### config.mk
export PLATFORM = sky130hd
export DESIGN_NAME = caravel_wb_gpio
export DESIGN_NICKNAME = d
export VERILOG_FILES = /design/src/rtl/caravel_wb_gpio.sv
export SDC_FILE = /design/constraint.sdc
export NUM_CORES = 1
export LEC_CHECK = 0
export CAP_MARGIN = 20
export CORE_MARGIN = 2
export CORE_UTILIZATION = 40
export CTS_BUF_LIST = sky130_fd_sc_hd__clkbuf_2
export CTS_CLUSTER_SIZE = 24
export DETAILED_ROUTE_END_ITERATION = 10
export PLACE_DENSITY = 0.72
export SLEW_MARGIN = 20
export SYNTH_ARGS = -nofsm -noshare
export SYNTH_HDL_FRONTEND = slang
export SYNTH_SLANG_ARGS = --single-unit
### constraint.sdc
create_clock -name caravel_wb_clk_i -period 1.91 [get_ports caravel_wb_clk_i]
set_input_delay 0.191 -clock caravel_wb_clk_i [delete_from_list [all_inputs] [get_ports caravel_wb_clk_i]]
set_output_delay 0.191 -clock caravel_wb_clk_i [all_outputs]
set_load 0.05 [all_outputs]
### src/rtl/caravel_wb_gpio.sv
// Wishbone-mapped 38-pin GPIO with synchronized inputs and edge-triggered interrupts.
// Define GPIO_FALL_EDGE_IRQ_EN to add IRQ_FALL at BASE+0x20 and widen the window to 64 bytes.
module caravel_wb_gpio #(
    parameter logic [31:0] BASE_ADDR   = 32'h3000_0000,
    parameter int          SYNC_STAGES = 2
) (
    input  logic        caravel_wb_clk_i,
    input  logic        caravel_wb_rst_i,
    input  logic        caravel_wbs_stb_i,
    input  logic        caravel_wbs_cyc_i,
    input  logic        caravel_wbs_we_i,
    input  logic [3:0]  caravel_wbs_sel_i,
    input  logic [31:0] caravel_wbs_dat_i,
    input  logic [31:0] caravel_wbs_adr_i,
    output logic        caravel_wbs_ack_o,
    output logic [31:0] caravel_wbs_dat_o,
    input  logic [37:0] gpio_i,
    output logic [37:0] gpio_o,
    output logic [37:0] gpio_oeb_no,
    output logic        irq_o
);
`ifdef GPIO_FALL_EDGE_IRQ_EN
    localparam int WIN_BITS = 6;
`else
    localparam int WIN_BITS = 5;
`endif

    logic        clk;
    logic        srst;
    logic        hit;
    logic        access;
    logic        wr_en;
    logic [3:0]  offset;
    logic [31:0] wmask;
    logic [31:0] wdata_m;
    logic [31:0] w1c;
    logic [31:0] edge_set;
    logic [31:0] rdata;
    logic        unused_adr;

    logic [SYNC_STAGES-1:0][37:0] sync_reg;
    logic [37:0] pin_sync;
    logic [31:0] prev_reg;

    logic        ack_reg;
    logic [31:0] dat_reg;
    logic        irq_reg;
    logic [31:0] out_lo_reg, out_lo_next;
    logic [5:0]  out_hi_reg, out_hi_next;
    logic [31:0] oeb_lo_reg, oeb_lo_next;
    logic [5:0]  oeb_hi_reg, oeb_hi_next;
    logic [31:0] irq_en_reg, irq_en_next;
    logic [31:0] irq_pend_reg, irq_pend_next;
`ifdef GPIO_FALL_EDGE_IRQ_EN
    logic [31:0] irq_fall_reg, irq_fall_next;
`endif

    assign clk        = caravel_wb_clk_i;
    assign srst       = caravel_wb_rst_i;
    assign unused_adr = &{1'b0, caravel_wbs_adr_i[1:0]};

    assign hit    = caravel_wbs_cyc_i & caravel_wbs_stb_i &
                    (caravel_wbs_adr_i[31:WIN_BITS] == BASE_ADDR[31:WIN_BITS]);
    assign offset = 4'(caravel_wbs_adr_i[WIN_BITS-1:2]);
    // A hit seen while ack is high is the tail of the previous cycle, not a new access.
    assign access = hit & ~ack_reg;
    assign wr_en  = access & caravel_wbs_we_i;

    genvar gi;
    generate
        for (gi = 0; gi < 4; gi++) begin : g_lane
            assign wmask[8*gi +: 8] = {8{caravel_wbs_sel_i[gi]}};
        end
    endgenerate
    assign wdata_m = caravel_wbs_dat_i & wmask;

    assign pin_sync = sync_reg[SYNC_STAGES-1];
`ifdef GPIO_FALL_EDGE_IRQ_EN
    assign edge_set = (pin_sync[31:0] & ~prev_reg) | (~pin_sync[31:0] & prev_reg & irq_fall_reg);
`else
    assign edge_set = pin_sync[31:0] & ~prev_reg;
`endif

    always_comb begin
        out_lo_next = out_lo_reg;
        out_hi_next = out_hi_reg;
        oeb_lo_next = oeb_lo_reg;
        oeb_hi_next = oeb_hi_reg;
        irq_en_next = irq_en_reg;
`ifdef GPIO_FALL_EDGE_IRQ_EN
        irq_fall_next = irq_fall_reg;
`endif
        w1c = '0;
        if (wr_en) begin
            case (offset)
                4'd0: out_lo_next = (out_lo_reg & ~wmask) | wdata_m;
                4'd1: out_hi_next = (out_hi_reg & ~wmask[5:0]) | wdata_m[5:0];
                4'd2: oeb_lo_next = (oeb_lo_reg & ~wmask) | wdata_m;
                4'd3: oeb_hi_next = (oeb_hi_reg & ~wmask[5:0]) | wdata_m[5:0];
                4'd6: irq_en_next = (irq_en_reg & ~wmask) | wdata_m;
                4'd7: w1c = wdata_m;
`ifdef GPIO_FALL_EDGE_IRQ_EN
                4'd8: irq_fall_next = (irq_fall_reg & ~wmask) | wdata_m;
`endif
                default: ;
            endcase
        end
        // A fresh edge outranks a simultaneous clear so no event is lost.
        irq_pend_next = (irq_pend_reg & ~w1c) | edge_set;
    end

    always_comb begin
        rdata = '0;
        case (offset)
            4'd0: rdata = out_lo_reg;
            4'd1: rdata = {26'b0, out_hi_reg};
            4'd2: rdata = oeb_lo_reg;
            4'd3: rdata = {26'b0, oeb_hi_reg};
            4'd4: rdata = pin_sync[31:0];
            4'd5: rdata = {26'b0, pin_sync[37:32]};
            4'd6: rdata = irq_en_reg;
            4'd7: rdata = irq_pend_reg;
`ifdef GPIO_FALL_EDGE_IRQ_EN
            4'd8: rdata = irq_fall_reg;
`endif
            default: rdata = '0;
        endcase
    end

    always_ff @(posedge clk) begin
        if (srst) begin
            sync_reg     <= '0;
            prev_reg     <= '0;
            ack_reg      <= 1'b0;
            dat_reg      <= '0;
            irq_reg      <= 1'b0;
            out_lo_reg   <= '0;
            out_hi_reg   <= '0;
            oeb_lo_reg   <= '1;
            oeb_hi_reg   <= '1;
            irq_en_reg   <= '0;
            irq_pend_reg <= '0;
`ifdef GPIO_FALL_EDGE_IRQ_EN
            irq_fall_reg <= '0;
`endif
        end else begin
            sync_reg     <= {sync_reg[SYNC_STAGES-2:0], gpio_i};
            prev_reg     <= pin_sync[31:0];
            ack_reg      <= access;
            dat_reg      <= access ? rdata : 32'h0;
            irq_reg      <= |(irq_pend_reg & irq_en_reg);
            out_lo_reg   <= out_lo_next;
            out_hi_reg   <= out_hi_next;
            oeb_lo_reg   <= oeb_lo_next;
            oeb_hi_reg   <= oeb_hi_next;
            irq_en_reg   <= irq_en_next;
            irq_pend_reg <= irq_pend_next;
`ifdef GPIO_FALL_EDGE_IRQ_EN
            irq_fall_reg <= irq_fall_next;
`endif
        end
    end

    assign caravel_wbs_ack_o = ack_reg;
    assign caravel_wbs_dat_o = dat_reg;
    assign gpio_o            = {out_hi_reg, out_lo_reg};
    assign gpio_oeb_no       = {oeb_hi_reg, oeb_lo_reg};
    assign irq_o             = irq_reg;
endmodule

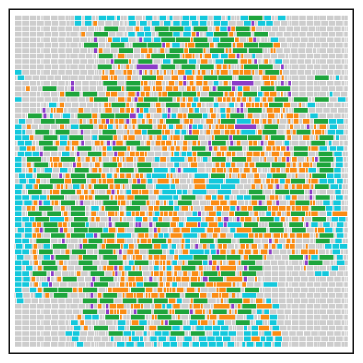
*Placement by cell class*
(2 px per um) Fill, decap, tap and diode cells in grey.
Key: orange = combinational and other logic [cells 748]; purple = clock drivers and dummy loads [cells 115]; green = flops [cells 282]; cyan = other buffers and delay cells [cells 380]
row cnt: 61
Seq/total area: 35.90%

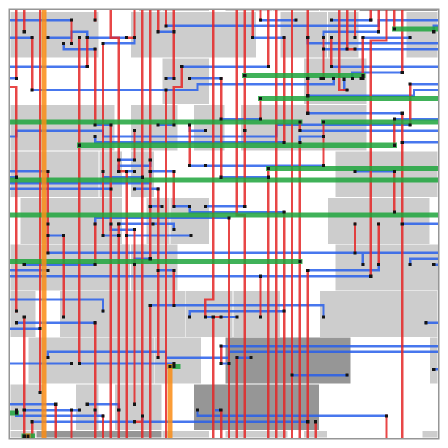
*A small window of the routed layout*
Window x 73 to 98, y 73 to 98 um. Cells in grey, sequential cells in the stronger grey; small squares are vias.
Key: orange = metal 4; red = metal 2; green = metal 3; blue = metal 1
Sequential cells in the window: 2. 35 logic cells have their middle in the window. Netlist names of flops here include irq_pend_reg (1), prev_reg (1). Most frequent: buf_12 (9), buf_4 (9), nor3_4 (3).

==> results.json <==
{
  "outcome": "finished, final reports clean",
  "nonClkBufAreaFrac_pct": 24.39,
  "fin_crit_sh_pct": 97.61,
  "crit_fanout": 1,
  "netlist_area_sq_mm": 0.01119,
  "flop-count": 282,
  "grt_pass1_vias": 10370,
  "place_congestion": 0.8999,
  "synth_adder_area_share_pct": 0,
  "maxPowerGroup": "sequential cells",
  "holdWs_ps": 28.40,
  "path_clk_slew_ps": 120,
  "top_cells_by_area": "dfxtp_1 50%, mux2i_1 6.9%, nor2b_1 6.2%, nand4_1 4.9%, o31ai_1 3.5%",
  "n_all_inverters": 36,
  "syn2layout_area_growth_pct": 40.53,
  "ys_types": 48,
  "grtUsageMet1_pct": 32.92,
  "start_kind": "register",
  "postLayoutCellArea_sq_mm": 0.01573,
  "comb_share_pct": 31.67,
  "total_power_mw": 11.29,
  "vias_per_cell": 5.589,
  "p_leak_nw": 5.980,
  "maxSlewViolCount": 0,
  "place_ws_ps": -318.9,
  "p_clk_share_pct": 37.2,
  "crit_buf_inv": 1,
  "top_logic_kind": "simple AND/OR/NAND/NOR gates",
  "ys_area_sq_mm": 0.01119,
  "buffers_excl_clock": 380,
  "dr_wl_met2_um": 17290,
  "grt_max_degree": 153,
  "synth_seq_share_pct": 50.45,
  "cts-resized-gates": 282,
  "warning_count": 30,
  "synthTopCellsByCount": "282 x dfxtp_1, 110 x nor2b_1, 100 x nor2_1",
  "cts_tree": "yes",
  "mux_share_pct": 8.498,
  "gr-usage-met2_pct": 40.59,
  "dpl-instance-area_sq_mm": 0.01458,
  "clockBufferDepth": 3,
  "io_buffers": 218,
  "nets": 1596,
  "htreeDepth": 3,
  "vias": 10650,
  "pg_seq_mw": 6.09,
  "power_clock_mw": 4.20,
  "synthesis.nets": 1242,
  "register_area_sq_mm": 0.005645,
  "finalWirelength_um": 37310,
  "drive_above_1_share_pct": 23.28,
  "die_w_um": 171.3,
  "antenna_found_initial": 2,
  "power_density_mw_per_mm2": 718.0,
  "setup_tns_ps": 0,
  "combPwrFrac_pct": 8.9
}
==> placed cells by master (no fill, tap or decap), drive strengths merged, types with 36 or more instances in the layout <==
| cell | n |
|---|---|
| a21oi | 76 |
| buf | 125 |
| clkbuf | 111 |
| clkdlybuf4s15 | 82 |
| clkdlybuf4s50 | 105 |
| dfxtp | 282 |
| dlygate4sd3 | 50 |
| inv | 36 |
| mux2i | 77 |
| nand4 | 94 |
| nor2 | 100 |
| nor2b | 110 |
| o31ai | 52 |
==> worst paths after layout <==
check	from	to	cells after the start
setup / recovery	caravel_wbs_dat_o[13]	caravel_wbs_dat_o[13]	1
setup reg to reg	caravel_wbs_ack_o	caravel_wbs_dat_o[30]	5
hold / removal	caravel_wbs_dat_i[10]	register	3
hold reg to reg	sync_reg[12]	pin_sync[12]	1
